Supply network:
Pins as bars on the die edge.
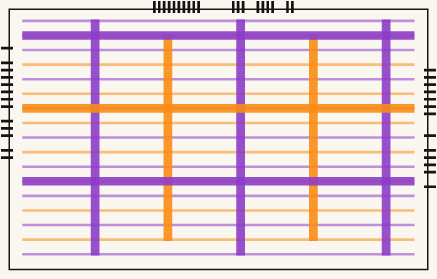
Placed cells, one color a class:
The bar under the picture is 20 um long.
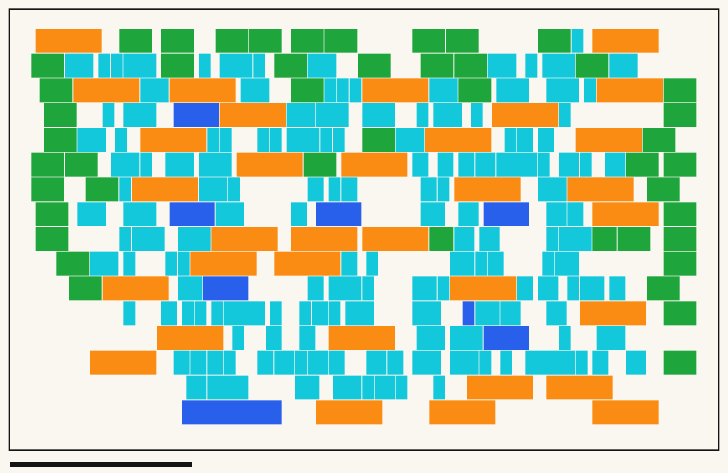
$ cat src/rtl/ccg_exhaustive_sequencer.sv
// Exhaustive input sequencer for a small combinational CUT with MISR signature capture.
// Optional golden-output comparison is enabled by defining CCG_SEQ_CMP_EN.
module ccg_exhaustive_sequencer #(
    parameter int unsigned           N_IN   = 4,
    parameter int unsigned           N_OUT  = 15,
    parameter int unsigned           SIG_W  = 16,
    parameter logic [SIG_W-1:0]      POLY   = 16'h1021,
    parameter logic [SIG_W-1:0]      SEED   = '0,
    parameter int unsigned           SETTLE = 1
) (
    input  logic              clk,
    input  logic              rst,
    input  logic              start,
    input  logic              abort,
`ifdef CCG_SEQ_CMP_EN
    input  logic [N_OUT-1:0]  exp_f,
    output logic [N_IN:0]     err_cnt,
    output logic [N_IN-1:0]   first_err_idx,
`endif
    output logic [N_IN-1:0]   dut_x,
    input  logic [N_OUT-1:0]  dut_f,
    output logic              busy,
    output logic              done,
    output logic [N_IN-1:0]   vec_idx,
    output logic [SIG_W-1:0]  signature
);

    if (N_IN < 1 || N_IN > 8 || N_OUT < 1 || N_OUT > SIG_W || SETTLE > 255) begin : g_bad_cfg
        $error("ccg_exhaustive_sequencer: illegal parameter combination");
    end

    typedef enum logic [2:0] {
        IDLE,
        APPLY,
        WAIT,
        CAPTURE,
        DONE
    } state_t;

    state_t            state;
    logic [7:0]        settle_cnt;
    logic [SIG_W-1:0]  f_ext;
    logic [SIG_W-1:0]  sig_next;

    always_comb begin
        f_ext              = '0;
        f_ext[N_OUT-1:0]   = dut_f;
        sig_next = {signature[SIG_W-2:0], 1'b0}
                 ^ (signature[SIG_W-1] ? POLY : '0)
                 ^ f_ext;
    end

    always_ff @(posedge clk) begin
        if (rst) begin
            state         <= IDLE;
            dut_x         <= '0;
            vec_idx       <= '0;
            busy          <= 1'b0;
            done          <= 1'b0;
            signature     <= SEED;
            settle_cnt    <= '0;
`ifdef CCG_SEQ_CMP_EN
            err_cnt       <= '0;
            first_err_idx <= '0;
`endif
        end else begin
            case (state)
                IDLE: begin
                    done <= 1'b0;
                    if (start) begin
                        vec_idx   <= '0;
                        dut_x     <= '0;
                        signature <= SEED;
                        busy      <= 1'b1;
                        state     <= APPLY;
`ifdef CCG_SEQ_CMP_EN
                        err_cnt       <= '0;
                        first_err_idx <= '0;
`endif
                    end
                end
                APPLY: begin
                    if (abort) begin
                        busy  <= 1'b0;
                        state <= IDLE;
                    end else begin
                        settle_cnt <= 8'(SETTLE);
                        state      <= (SETTLE == 0) ? CAPTURE : WAIT;
                    end
                end
                WAIT: begin
                    if (abort) begin
                        busy  <= 1'b0;
                        state <= IDLE;
                    end else begin
                        settle_cnt <= settle_cnt - 8'd1;
                        if (settle_cnt <= 8'd1) begin
                            state <= CAPTURE;
                        end
                    end
                end
                CAPTURE: begin
                    // abort wins over the capture so partial results stay untouched
                    if (abort) begin
                        busy  <= 1'b0;
                        state <= IDLE;
                    end else begin
                        signature <= sig_next;
`ifdef CCG_SEQ_CMP_EN
                        if (dut_f != exp_f) begin
                            if (err_cnt != '1) begin
                                err_cnt <= err_cnt + 1'b1;
                            end
                            if (err_cnt == '0) begin
                                first_err_idx <= vec_idx;
                            end
                        end
`endif
                        if (vec_idx == '1) begin
                            done  <= 1'b1;
                            state <= DONE;
                        end else begin
                            vec_idx <= vec_idx + 1'b1;
                            dut_x   <= vec_idx + 1'b1;
                            state   <= APPLY;
                        end
                    end
                end
                DONE: begin
                    done  <= 1'b0;
                    busy  <= 1'b0;
                    state <= IDLE;
                end
                default: begin
                    busy  <= 1'b0;
                    done  <= 1'b0;
                    state <= IDLE;
                end
            endcase
        end
    end

endmodule
$ cat config.mk
export PLATFORM = sky130hd
export DESIGN_NAME = ccg_exhaustive_sequencer
export DESIGN_NICKNAME = d
export VERILOG_FILES = /design/src/rtl/ccg_exhaustive_sequencer.sv
export SDC_FILE = /design/constraint.sdc
export NUM_CORES = 1
export LEC_CHECK = 0
export ABC_AREA = 0
export CORE_ASPECT_RATIO = 0.6
export CORE_MARGIN = 2
export CORE_UTILIZATION = 51
export DETAILED_ROUTE_END_ITERATION = 6
export GPL_ROUTABILITY_DRIVEN = 0
export PLACE_DENSITY_LB_ADDON = 0.3
export SKIP_CTS_REPAIR_TIMING = 1
export SLEW_MARGIN = 20
export SYNTH_ARGS = -nofsm -noshare
export SYNTH_HDL_FRONTEND = slang
export SYNTH_SLANG_ARGS = --single-unit
$ cat constraint.sdc
create_clock -name clk -period 4.4 [get_ports clk]
set_clock_uncertainty 0.2 [all_clocks]
set_input_delay 1.1 -clock clk [delete_from_list [all_inputs] [get_ports clk]]
set_output_delay 1.1 -clock clk [all_outputs]
set_load 0.1 [all_outputs]
==> notes.org <==
#+TITLE: Implementation results

** Routing
- Count of nets left with antenna violations after detail routing :: 0
- Met2 wire len :: 1.47 mm
- The script logs the ratio of routed vias to standard cells as 5.18.

** Timing
- RSZ-0062 raised after global routing :: false
- Checking max transition, the worst relative margin is 34.6%.
- Summed over all failing endpoints, the final setup total negative slack is 0 ns.
- Setup-violating endpoint count in the final report :: 0

** Critical path
- Walking the worst path, the cells encountered are clkdlybuf4s50_1.
- According to the timing report, the data required time at the worst endpoint equals about 3.1 ns.
- Worst path max stage delay :: 1.19 ns
- Family with the most delay on the worst path :: buffers and inverters

** Cells and area
- After routing the design area is around 2200 um^2.
- Final core occ :: 69.9%

** Power and ir drop
- Switching Share :: around a quarter
- Clock group share of total power :: 41.1%
- The script computed a power per unit cell area of 325 nW/um^2.
- Summed over all sequential cells, the power is about 320 uW.
- Overall power consumption after layout is estimated at ~720 uW.
- Across the VDD grid, the largest voltage drop is 0.187 mV.

** Yosys
- The portion of synthesized area spent on multiplexers is 8.41%.
- The cell-mix breakdown from Yosys lists the simple-gate area share as approximately a quarter.
- Fraction of registers with async set/reset :: 0%
- Among the non-sequential cells, simple AND/OR/NAND/NOR gates take the most area.
- Cell type contributing the most total cell area after synthesis :: sky130_fd_sc_hd__dfxtp_1
- Syn_nets :: 219
- The post-synth count of flops with an enable pin is 0.

** Global routing
- met2 track demand over resource after global routing is 27.1%.

** Placed design
- Input and output buffers added on the ports amount to 44.
- STA on the placed design reports a worst setup slack of ~1.3 ns.

** Die
- Row generation in the floorplan step produced 16 rows.
- The floorplan report gives the top-level pin count as approximately 45.
- Vertical die dimension :: 48.3 um

** Clock tree
- CTS reports a maximum clock tree buffer depth of 2.
- TritonCTS built the clock tree.

** Hold path
- Checking hold timing, the worst path is listed with class register to register.

** Run status
- Status :: completed

** Flow run
- Stage-log warning count :: 27
Back to the opening pictures, 'supply network':
orange -> VDD
purple -> VSS
met1 rails = 17
rows = 16
signal pins = 45
met5 straps = 3

Back to the opening pictures, 'placed cells, one color a class':
blue -> clock drivers and dummy loads  # cells 8, share of their area 5.4%
green -> other buffers and delay cells  # cells 46, share of their area 21%
orange -> flip-flops  # cells 33, share of their area 30%
cyan -> all other logic  # cells 152, share of their area 43%

==> final cells by class <==
type                    instances  area [um^2]
fillers                       258          958
clock inverters                 1         30.0
repair buffers                 46          455
well taps                      45         56.3
inverters                       3         11.3
flip-flops and latches         33          661
multi-input cells             149          925
clock buffers                   7         86.3
==> flip-flops by register name (all words and copies together) (netlist names) <==
signal	flops
busy	1
done	1
settle_cnt	8
signature	16
state	3
vec_idx	4
==> path summary, 6_finish.rpt <==
| kind | cells after the start | endpoint | start |
|---|---|---|---|
| hold reg to reg | 2 | signature[15] | signature[14] |
| setup / recovery | 1 | signature[15] | signature[15] |
| setup reg to reg | 5 | vec_idx[3] | state[2] |
| hold / removal | 2 | signature[15] | signature[14] |
Power is estimated from default activity; no workload was simulated.
